**The metal 1 layer**

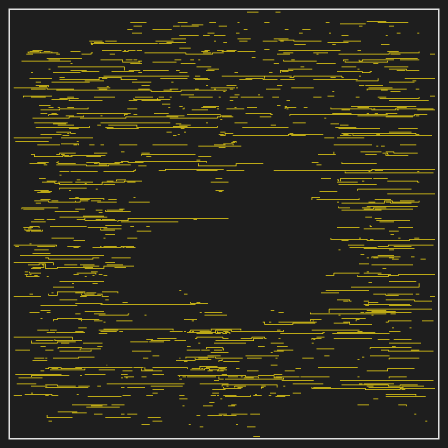
**Routed clock nets over the placement**

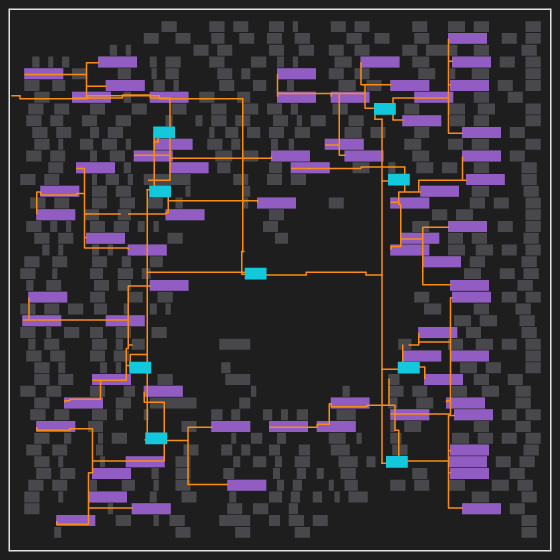
**src/rtl/ptw_arbiter_pkg.sv**
```systemverilog
// Shared types and constants for the two-TLB page-table-walker arbiter.
package ptw_arbiter_pkg;

  typedef enum logic [1:0] {
    StIdle,
    StIssue,
    StWait,
    StResp
  } ptw_state_e;

  localparam int unsigned REQ_ITLB   = 0;
  localparam int unsigned REQ_DTLB   = 1;
  localparam int unsigned PAGE_SHIFT = 12;

endpackage

```
**src/rtl/ptw_arbiter_rr_arb2.sv**
```systemverilog
// Two-input round-robin grant: sole requester wins, ties go to the pointer.
module rr_arb2 (
  input  logic [1:0] req_i,
  input  logic       ptr_i,
  output logic [1:0] gnt_o
);

  always_comb begin
    gnt_o = 2'b00;
    unique case (req_i)
      2'b01:   gnt_o = 2'b01;
      2'b10:   gnt_o = 2'b10;
      2'b11:   gnt_o = ptr_i ? 2'b10 : 2'b01;
      default: gnt_o = 2'b00;
    endcase
  end

endmodule

```
**src/rtl/ptw_arbiter.sv**
```systemverilog
// Arbitrates ITLB and DTLB misses onto one shared PTW, one walk at a time,
// merging same-page misses into a single walk.
module ptw_arbiter
  import ptw_arbiter_pkg::*;
#(
  parameter int unsigned VA_W  = 32,
  parameter int unsigned PTE_W = 32
) (
  input  logic             clk,
  input  logic             rst,
  input  logic             itlb_req_valid_i,
  output logic             itlb_req_ready_o,
  input  logic [VA_W-1:0]  itlb_vaddr_i,
  output logic             itlb_resp_valid_o,
  input  logic             itlb_resp_ready_i,
  output logic [PTE_W-1:0] itlb_pte_o,
  input  logic             dtlb_req_valid_i,
  output logic             dtlb_req_ready_o,
  input  logic [VA_W-1:0]  dtlb_vaddr_i,
  output logic             dtlb_resp_valid_o,
  input  logic             dtlb_resp_ready_i,
  output logic [PTE_W-1:0] dtlb_pte_o,
  output logic             ptw_req_valid_o,
  input  logic             ptw_req_ready_i,
  output logic [VA_W-1:0]  ptw_vaddr_o,
  input  logic             ptw_resp_valid_i,
  output logic             ptw_resp_ready_o,
  input  logic [PTE_W-1:0] ptw_pte_i,
  output logic             busy_o
);

  ptw_state_e       state_q, state_d;
  logic             rr_ptr_q, rr_ptr_d;
  logic [1:0]       owner_q, owner_d;
  logic [VA_W-1:0]  vaddr_q, vaddr_d;
  logic [PTE_W-1:0] pte_q, pte_d;

  logic [1:0] req_vld;
  logic [1:0] arb_gnt;
  logic [1:0] req_rdy;
  logic [1:0] req_hs;
  logic [1:0] resp_hs;
  logic       coalesce;

  assign req_vld[REQ_ITLB] = itlb_req_valid_i;
  assign req_vld[REQ_DTLB] = dtlb_req_valid_i;

  rr_arb2 u_rr_arb2 (
    .req_i (req_vld),
    .ptr_i (rr_ptr_q),
    .gnt_o (arb_gnt)
  );

  // Misses to the same page share one walk.
  assign coalesce = (&req_vld) &&
                    (itlb_vaddr_i[VA_W-1:PAGE_SHIFT] == dtlb_vaddr_i[VA_W-1:PAGE_SHIFT]);

  assign req_hs             = req_rdy & req_vld;
  assign resp_hs[REQ_ITLB]  = itlb_resp_valid_o & itlb_resp_ready_i;
  assign resp_hs[REQ_DTLB]  = dtlb_resp_valid_o & dtlb_resp_ready_i;

  // State register
  always_ff @(posedge clk or posedge rst) begin
    if (rst) begin
      state_q <= StIdle;
    end else begin
      state_q <= state_d;
    end
  end

  always_ff @(posedge clk or posedge rst) begin
    if (rst) begin
      rr_ptr_q <= 1'b0;
      owner_q  <= '0;
      vaddr_q  <= '0;
      pte_q    <= '0;
    end else begin
      rr_ptr_q <= rr_ptr_d;
      owner_q  <= owner_d;
      vaddr_q  <= vaddr_d;
      pte_q    <= pte_d;
    end
  end

  // Next-state and datapath
  always_comb begin
    state_d  = state_q;
    rr_ptr_d = rr_ptr_q;
    owner_d  = owner_q;
    vaddr_d  = vaddr_q;
    pte_d    = pte_q;
    unique case (state_q)
      StIdle: begin
        if (|req_hs) begin
          state_d  = StIssue;
          owner_d  = req_hs;
          vaddr_d  = arb_gnt[REQ_DTLB] ? dtlb_vaddr_i : itlb_vaddr_i;
          // Pointer moves to whoever did not win the arbitration.
          rr_ptr_d = ~arb_gnt[REQ_DTLB];
        end
      end
      StIssue: begin
        if (ptw_req_ready_i) begin
          state_d = StWait;
        end
      end
      StWait: begin
        if (ptw_resp_valid_i) begin
          pte_d   = ptw_pte_i;
          state_d = StResp;
        end
      end
      StResp: begin
        owner_d = owner_q & ~resp_hs;
        if (owner_d == 2'b00) begin
          state_d = StIdle;
        end
      end
      default: state_d = StIdle;
    endcase
  end

  // Outputs
  always_comb begin
    req_rdy           = 2'b00;
    ptw_req_valid_o   = 1'b0;
    ptw_resp_ready_o  = 1'b0;
    itlb_resp_valid_o = 1'b0;
    dtlb_resp_valid_o = 1'b0;
    busy_o            = 1'b1;
    unique case (state_q)
      StIdle: begin
        busy_o  = 1'b0;
        req_rdy = coalesce ? 2'b11 : arb_gnt;
      end
      StIssue: ptw_req_valid_o = 1'b1;
      StWait:  ptw_resp_ready_o = 1'b1;
      StResp: begin
        itlb_resp_valid_o = owner_q[REQ_ITLB];
        dtlb_resp_valid_o = owner_q[REQ_DTLB];
      end
      default: busy_o = 1'b1;
    endcase
  end

  assign itlb_req_ready_o = req_rdy[REQ_ITLB];
  assign dtlb_req_ready_o = req_rdy[REQ_DTLB];
  assign ptw_vaddr_o      = vaddr_q;
  assign itlb_pte_o       = pte_q;
  assign dtlb_pte_o       = pte_q;

endmodule

```
**config.mk**
```make
export PLATFORM = sky130hd
export DESIGN_NAME = ptw_arbiter
export DESIGN_NICKNAME = d
export VERILOG_FILES = /design/src/rtl/ptw_arbiter_pkg.sv /design/src/rtl/ptw_arbiter_rr_arb2.sv /design/src/rtl/ptw_arbiter.sv
export SDC_FILE = /design/constraint.sdc
export NUM_CORES = 1
export LEC_CHECK = 0
export CELL_PAD_IN_SITES_DETAIL_PLACEMENT = 2
export CELL_PAD_IN_SITES_GLOBAL_PLACEMENT = 2
export CORE_MARGIN = 2
export CORE_UTILIZATION = 24
export CTS_BUF_LIST = sky130_fd_sc_hd__clkbuf_8
export DETAILED_ROUTE_END_ITERATION = 16
export PLACE_DENSITY = 0.86
export SLEW_MARGIN = 40
export SYNTH_ARGS = -nofsm -noshare
export SYNTH_HDL_FRONTEND = slang
export SYNTH_SLANG_ARGS = --single-unit
```
**constraint.sdc**
```tcl
create_clock -name clk -period 4.02 [get_ports clk]
set_clock_uncertainty 0.15 [all_clocks]
set_input_delay 0.804 -clock clk [delete_from_list [all_inputs] [get_ports clk]]
set_output_delay 0.804 -clock clk [all_outputs]
set_load 0.05 [all_outputs]
```
==> results.yml <==
# implementation run metrics
setup_path:
  worstPathArrival_ns: 2.82
  rrSetupSlack_ns: 1.91
  reg2reg_depth: 6
  cp_slowest_stage_delay_ns: 0.61
  end_kind: "output pin"
  cp.buffers_inverters: 2
  crit_chain: "clkdlybuf4s50_1 -> xnor2_1 -> nand4_1 -> or4_4 -> o21ai_0 -> buf_12"
  path_delay_family: "simple AND/OR/NAND/NOR gates"
  cp_num_cells: 6
  startpoint_type: "input pin"
  critPathLaunch: "dtlb_vaddr_i[12]"
  critPathKind: "in -> out"
  r2r_start: "state_q[0]"
synthesis:
  synthTopCellsByArea: "dfrtp_1 (49%), mux2_2 (11%), mux2i_1 (9.1%)"
  top_area_cell: "dfrtp_1"
  yosysSeqAreaShare: 0.492
  async_reset_ff_frac: 1.00
  common_cells: "dfrtp_1 (69), buf_4 (36), o21ai_0 (35), nand2_1 (34), mux2_2 (33)"
  logic_family: "multiplexers"
  ys_cells: 313
  ys_sh_aoi: 0.0742
  ys_ff: 69
  ys_sh_mux: 0.197
  xor_share: 0.0499
  yosys_area_sq_mm: 0.00351
  ff_type: "dfrtp_1"
  yosys.cell_count.top_type: "dfrtp_1"
  synth-adder-area-share: 0.0143
  mappedNetlistArea_sq_mm: 0.00351
  yosys_warnings: 0
layout:
  syn_to_final_growth_pct: 65.5
  lay_top_count: "clkdlybuf4s50_1"
  final.clkbuf_count: 9
  largestClassByArea: "buffers"
  antennaDiodeCount: 0
  num-nonclk-inverters: 5
  final-clk-cell-share: 0.0384
  comb_area_sq_mm: 0.00145
  seq_area_frac: 0.297
  regArea_sq_mm: 0.00173
  buffers_excl_clock: 214
  nFlopsAndLatches: 69
  comb_share: 0.250
  drive_above_1_share: 0.127
  buffer_area_frac: 0.371
  finalInstanceArea_sq_mm: 0.00581
  fin_cells: 679
  final_cell_mix: "clkdlybuf4s50_1 (204), dfrtp_1 (69), o21ai_0 (35), nand2_1 (34), mux2_2 (33)"
placement:
  finalWeightedCongestion: 0.768
  dp_cells: 663
  place_hpwl_microns: 9560
min_path:
  hold_depth: 2
  hold_path.class: "reg -> reg"
clock_network:
  cts.sink_count: 69
  cts_tree: "yes"
  post_cts_buffers: 0
  numCtsBuffers: 9
  htreeDepth: 3
  cts_hold_buffers: 0
  clk_pin_slew_ns: 0.08
  cts_resized: 0
  root_buffer: "clkbuf_8"
  cts_buffer_depth: 2
power:
  power_switching_w: 0.00306
  leakagePower_nw: 2.45
  power_leader: "combinational cells"
  vdd_ir_drop_max_uv: 429
  seq_cell_power_w: 0.00130
  p_comb_frac: 0.662
  pwr-share-seq: 0.225
  pwr_density_cell_mw_per_mm2: 993
  p_int_w: 0.00271
timing:
  maxSlewViolCount: 0
  relSlewSlack: 0.494
  fin_ws_ns: 0.249
  fin_setup_tns_ns: 0
  timing.fmax_mhz: 265
  whs_ns: 0.335
  final.period_utilization: 0.938
  tightest_slew_ns: 0.756
global_routing:
  grtUsageMet3: 0.0571
  grt_pass1_vias: 3433
  grt_usage: 0.158
  met2_usage: 0.278
  grt.busiest_layer: "met2"
  grt_max_degree: 70
  grt_pass1_wl_microns: 19300
floorplan:
  taps: 184
  core_area_sq_mm: 0.0144
  io_pins: 207
  chipWidth_microns: 125
drt:
  drc_errors: 0
  met2_length_microns: 6000
  first_pass_iters: 4
run:
  maxCapViolCount: 0
run_status:
  status: "complete, no violations"
About 'the metal 1 layer':
share of all routed wire	39%
nets with wire on the layer	493
main direction	horizontal
longest straight run	29.9 microns
met1 global-route usage: 0.176
vias: 3022
final WL: 12100 microns

About 'routed clock nets over the placement':
[cyan] clock drivers | count: 9
[purple] flip-flops | count: 69
[orange] clock wires | length: 1120 microns
routed clock nets	10
clk latency late pin: 0.35 ns
clock share of power: 0.112
Clock group: 0.000647 W

Power and IR drop assume default switching activity.
